Figure 1. Cell sizes after repair.
(2 px per um)
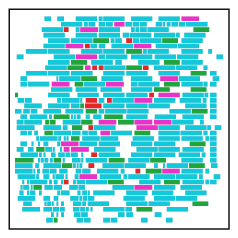
Figure 2. Clock wiring as the flow saved it.
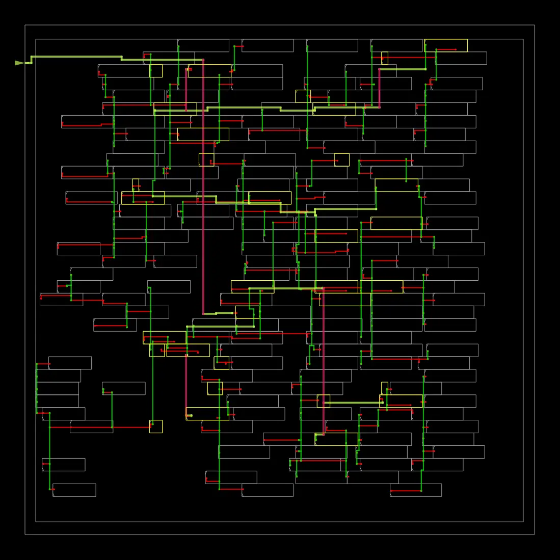
==> config.mk <==
export PLATFORM = sky130hd
export DESIGN_NAME = channel_ctrl_flat
export DESIGN_NICKNAME = d
export VERILOG_FILES = /design/src/rtl/channel_ctrl_if.sv /design/src/rtl/channel_ctrl.sv /design/src/flat_wrapper.sv
export SDC_FILE = /design/constraint.sdc
export NUM_CORES = 1
export LEC_CHECK = 0
export ABC_AREA = 0
export CAP_MARGIN = 10
export CORE_MARGIN = 2
export CORE_UTILIZATION = 56
export CTS_CLUSTER_SIZE = 12
export DETAILED_ROUTE_END_ITERATION = 7
export GPL_ROUTABILITY_DRIVEN = 0
export PLACE_DENSITY = 0.8
export SLEW_MARGIN = 20
export SYNTH_ARGS = -nofsm -noshare
export SYNTH_HDL_FRONTEND = slang
export SYNTH_SLANG_ARGS = --single-unit
==> constraint.sdc <==
create_clock -name clk -period 5.3 [get_ports clk]
set_clock_uncertainty 0.05 [all_clocks]
set_input_delay 1.06 -clock clk [delete_from_list [all_inputs] [get_ports clk]]
set_output_delay 1.06 -clock clk [all_outputs]
set_load 0.02 [all_outputs]
==> src/rtl/channel_ctrl_if.sv <==
// Event FIFO read port of channel_ctrl: the consumer pops first-word-fall-through
// entries laid out as {timestamp, adc}.
interface channel_ctrl_if #(
  parameter int ADCBITS = 10,
  parameter int TS_BITS = 16
);
  logic                       fifo_rd;
  logic [TS_BITS+ADCBITS-1:0] fifo_data;
  logic                       fifo_empty;

  modport master (output fifo_rd, input fifo_data, input fifo_empty);
  modport slave  (input fifo_rd, output fifo_data, output fifo_empty);
endinterface

==> src/rtl/channel_ctrl.sv <==
// Front-end channel sequencer: hit detect, hold, ADC sample/convert, timestamped
// event FIFO and CSA re-arm, with sticky overflow and ADC-timeout flags.
module channel_ctrl #(
  parameter int ADCBITS    = 10,
  parameter int TS_BITS    = 16,
  parameter int FIFO_DEPTH = 4
) (
  input  logic               clk,
  input  logic               reset_n,
  input  logic               hit,
  input  logic               done,
  input  logic [ADCBITS-1:0] dout,
  input  logic               enable,
  input  logic [TS_BITS-1:0] timestamp,
  input  logic [3:0]         hold_cycles,
  input  logic [3:0]         reset_cycles,
  output logic               sample,
  output logic               strobe,
  output logic               csa_reset,
  output logic               overflow,
  output logic               timeout,
  channel_ctrl_if.slave      fifo_if
);
  localparam int ENTRY_W = TS_BITS + ADCBITS;
  localparam int PTR_W   = $clog2(FIFO_DEPTH);
  localparam logic [5:0] SAMPLE_LAST = 6'd3;
  localparam logic [5:0] CONV_LAST   = 6'd31;

  typedef enum logic [2:0] {
    IDLE, HOLD, SAMPLE, CONVERT, STORE, RESET_CSA
  } state_t;

  state_t             state_q, state_d;
  logic [5:0]         cnt_q, cnt_d;
  logic               hit_meta_q, hit_s_q, done_meta_q, done_s_q;
  logic               sample_q, sample_d, strobe_q, strobe_d;
  logic               csa_reset_q, csa_reset_d;
  logic               overflow_q, overflow_d, timeout_q, timeout_d;
  logic [TS_BITS-1:0] ts_reg_q, ts_reg_d;
  logic [ADCBITS-1:0] adc_reg_q, adc_reg_d;
  logic [PTR_W:0]     wr_ptr_q, wr_ptr_d, rd_ptr_q, rd_ptr_d;
  logic [ENTRY_W-1:0] mem_q [FIFO_DEPTH];
  logic               empty, full, push, pop;
  logic [5:0]         hold_last, reset_last;

  // Last count value of HOLD / RESET_CSA; a zero setting behaves like one.
  always_comb begin
    hold_last  = (hold_cycles  == 4'd0) ? 6'd0 : {2'b00, hold_cycles}  - 6'd1;
    reset_last = (reset_cycles == 4'd0) ? 6'd0 : {2'b00, reset_cycles} - 6'd1;
  end

  always_comb begin
    empty    = (wr_ptr_q == rd_ptr_q);
    full     = (wr_ptr_q[PTR_W] != rd_ptr_q[PTR_W]) &&
               (wr_ptr_q[PTR_W-1:0] == rd_ptr_q[PTR_W-1:0]);
    pop      = fifo_if.fifo_rd && !empty;
    // A pop in the same cycle frees the slot a full FIFO would otherwise lack.
    push     = (state_q == STORE) && (!full || pop);
    wr_ptr_d = wr_ptr_q + {{PTR_W{1'b0}}, push};
    rd_ptr_d = rd_ptr_q + {{PTR_W{1'b0}}, pop};
  end

  always_comb begin
    state_d    = state_q;
    cnt_d      = cnt_q + 6'd1;
    ts_reg_d   = ts_reg_q;
    adc_reg_d  = adc_reg_q;
    timeout_d  = timeout_q;
    overflow_d = overflow_q;
    case (state_q)
      IDLE: begin
        cnt_d = '0;
        if (enable && hit_s_q) begin
          ts_reg_d = timestamp;
          state_d  = HOLD;
        end
      end
      HOLD: begin
        if (cnt_q >= hold_last) begin
          state_d = SAMPLE;
          cnt_d   = '0;
        end
      end
      SAMPLE: begin
        if (cnt_q == SAMPLE_LAST) begin
          state_d = CONVERT;
          cnt_d   = '0;
        end
      end
      CONVERT: begin
        if (done_s_q) begin
          adc_reg_d = dout;
          state_d   = STORE;
          cnt_d     = '0;
        end else if (cnt_q == CONV_LAST) begin
          timeout_d = 1'b1;
          state_d   = RESET_CSA;
          cnt_d     = '0;
        end
      end
      STORE: begin
        overflow_d = overflow_q | ~push;
        state_d    = RESET_CSA;
        cnt_d      = '0;
      end
      RESET_CSA: begin
        if (cnt_q >= reset_last) begin
          state_d = IDLE;
          cnt_d   = '0;
        end
      end
      default: begin
        state_d = IDLE;
        cnt_d   = '0;
      end
    endcase
    // Outputs are registered copies of the state being entered.
    sample_d    = (state_d == SAMPLE);
    strobe_d    = (state_q == SAMPLE) && (state_d == CONVERT);
    csa_reset_d = (state_d == RESET_CSA);
  end

  always_ff @(posedge clk or negedge reset_n) begin
    if (!reset_n) begin
      state_q     <= IDLE;
      cnt_q       <= '0;
      hit_meta_q  <= 1'b0;
      hit_s_q     <= 1'b0;
      done_meta_q <= 1'b0;
      done_s_q    <= 1'b0;
      sample_q    <= 1'b0;
      strobe_q    <= 1'b0;
      csa_reset_q <= 1'b1;
      overflow_q  <= 1'b0;
      timeout_q   <= 1'b0;
      wr_ptr_q    <= '0;
      rd_ptr_q    <= '0;
    end else begin
      state_q     <= state_d;
      cnt_q       <= cnt_d;
      hit_meta_q  <= hit;
      hit_s_q     <= hit_meta_q;
      done_meta_q <= done;
      done_s_q    <= done_meta_q;
      sample_q    <= sample_d;
      strobe_q    <= strobe_d;
      csa_reset_q <= csa_reset_d;
      overflow_q  <= overflow_d;
      timeout_q   <= timeout_d;
      wr_ptr_q    <= wr_ptr_d;
      rd_ptr_q    <= rd_ptr_d;
    end
  end

  // Event payload registers and FIFO storage carry no reset; validity comes from the pointers.
  always_ff @(posedge clk) begin
    ts_reg_q  <= ts_reg_d;
    adc_reg_q <= adc_reg_d;
    if (push) begin
      mem_q[wr_ptr_q[PTR_W-1:0]] <= {ts_reg_q, adc_reg_q};
    end
  end

  assign sample             = sample_q;
  assign strobe             = strobe_q;
  assign csa_reset          = csa_reset_q;
  assign overflow           = overflow_q;
  assign timeout            = timeout_q;
  assign fifo_if.fifo_data  = empty ? '0 : mem_q[rd_ptr_q[PTR_W-1:0]];
  assign fifo_if.fifo_empty = empty;
endmodule

==> src/flat_wrapper.sv <==
// flat-port wrapper written by rule: the top's interface ports become plain ports
module channel_ctrl_flat 
#(
  parameter int ADCBITS    = 10,
  parameter int TS_BITS    = 16,
  parameter int FIFO_DEPTH = 4
)
  (clk, reset_n, hit, done, dout, enable, timestamp, hold_cycles, reset_cycles, sample, strobe, csa_reset, overflow, timeout, fifo_if_fifo_rd, fifo_if_fifo_data, fifo_if_fifo_empty);
  channel_ctrl_if #(.ADCBITS(ADCBITS), .TS_BITS(TS_BITS)) fifo_if_i ();
  input  logic clk;
  input  logic reset_n;
  input  logic hit;
  input  logic done;
  input  logic [ADCBITS-1:0] dout;
  input  logic enable;
  input  logic [TS_BITS-1:0] timestamp;
  input  logic [3:0] hold_cycles;
  input  logic [3:0] reset_cycles;
  output logic sample;
  output logic strobe;
  output logic csa_reset;
  output logic overflow;
  output logic timeout;
  input wire logic [$bits(fifo_if_i.fifo_rd)-1:0] fifo_if_fifo_rd;
  output wire logic [$bits(fifo_if_i.fifo_data)-1:0] fifo_if_fifo_data;
  output wire logic [$bits(fifo_if_i.fifo_empty)-1:0] fifo_if_fifo_empty;
  assign fifo_if_i.fifo_rd = fifo_if_fifo_rd;
  assign fifo_if_fifo_data = fifo_if_i.fifo_data;
  assign fifo_if_fifo_empty = fifo_if_i.fifo_empty;
  channel_ctrl #(.ADCBITS(ADCBITS), .TS_BITS(TS_BITS), .FIFO_DEPTH(FIFO_DEPTH)) u_core (.clk(clk), .reset_n(reset_n), .hit(hit), .done(done), .dout(dout), .enable(enable), .timestamp(timestamp), .hold_cycles(hold_cycles), .reset_cycles(reset_cycles), .sample(sample), .strobe(strobe), .csa_reset(csa_reset), .overflow(overflow), .timeout(timeout), .fifo_if(fifo_if_i));
endmodule
==> impl_results.html <==
<h2>Synthesis and place &amp; route</h2>
<table>
<tr><th>Metric</th><th>Value</th></tr>
<tr><th colspan="2">Synth</th></tr>
<tr><td>Avg Cell Area, Syn</td><td>18.8 um^2</td></tr>
<tr><td>Count leader, synth</td><td>sky130_fd_sc_hd__edfxtp_1</td></tr>
<tr><td>Synthesized registers</td><td>154</td></tr>
<tr><td>Adder share</td><td>0.0344</td></tr>
<tr><td>Complex-gate fraction of the synthesized area</td><td>0.0281</td></tr>
<tr><th colspan="2">Clock tree</th></tr>
<tr><td>Number of buffers added by the clock tree synthesis step</td><td>17</td></tr>
<tr><td>Clock transition at the registers of the reported paths</td><td>0.06 ns</td></tr>
<tr><th colspan="2">STA</th></tr>
<tr><td>Setup repair after global routing missed its margin</td><td>false</td></tr>
<tr><td>Total negative slack for setup checks</td><td>0 ns</td></tr>
<tr><th colspan="2">Critical path</th></tr>
<tr><td>Data required, critical path</td><td>4.19 ns</td></tr>
<tr><td>Slowest Stage Delay on Critical Path</td><td>0.58 ns</td></tr>
<tr><td>Buffering stage count on the worst path with inverters included</td><td>2</td></tr>
<tr><td>Endpoint of the worst setup timing path</td><td>fifo_if_fifo_data[18]</td></tr>
<tr><td>Slowest-stage cell, CP</td><td>sky130_fd_sc_hd__mux4_2</td></tr>
<tr><td>Crit path depth</td><td>4</td></tr>
<tr><th colspan="2">Global route</th></tr>
<tr><td>Overall routing resource usage</td><td>0.203</td></tr>
<tr><td>Antenna violations before repair</td><td>0</td></tr>
<tr><td>Most used routing layer</td><td>met2</td></tr>
<tr><th colspan="2">Layout</th></tr>
<tr><td>MI comb cells</td><td>167</td></tr>
<tr><td>Flop count</td><td>154</td></tr>
<tr><td>Portion of the layout cell area used by non-clock buffers</td><td>0.0998</td></tr>
<tr><td>Total number of nets in the final design</td><td>477</td></tr>
<tr><td>Register share of the cell area</td><td>0.587</td></tr>
<tr><th colspan="2">Hold path</th></tr>
<tr><td>Hold Crit Depth</td><td>0</td></tr>
<tr><th colspan="2">Drt</th></tr>
<tr><td>Antenna Violating Nets Remaining</td><td>0</td></tr>
<tr><td>Via/cell ratio</td><td>5.60</td></tr>
<tr><td>Highest metal layer with signal wires</td><td>met4</td></tr>
<tr><td>Detailed route wirelength on metal3</td><td>550 um</td></tr>
<tr><th colspan="2">Die</th></tr>
<tr><td># Taps</td><td>140</td></tr>
<tr><th colspan="2">Run status</th></tr>
<tr><td>Outcome</td><td>finished, final reports clean</td></tr>
<tr><th colspan="2">Place</th></tr>
<tr><td>Count of buffers from port buffering</td><td>71</td></tr>
<tr><th colspan="2">Power and ir drop</th></tr>
<tr><td>Worst-case vdd ir drop</td><td>0.315 mV</td></tr>
</table>
## Picture notes: Figure 1
drive 3 to 4: marked red, cells 15, share 3.5%, most used buf_4. drive 2: marked green, cells 43, share 9.9%, most used mux4_2. drive 6 and up: marked magenta, cells 23, share 5.3%, most used clkbuf_16. drive 1 or less: marked cyan, cells 352, share 81%, most used edfxtp_1.
area growth from synthesis to layout: 24.0%
area of all placed cells without fillers: 7680 um^2

## Picture notes: Figure 2
number of clock buffers in the layout: 18
clock network latency to the later pin of the worst-skew pair: 0.52 ns

Power figures rest on the tool's default switching activity, not on a simulated workload.
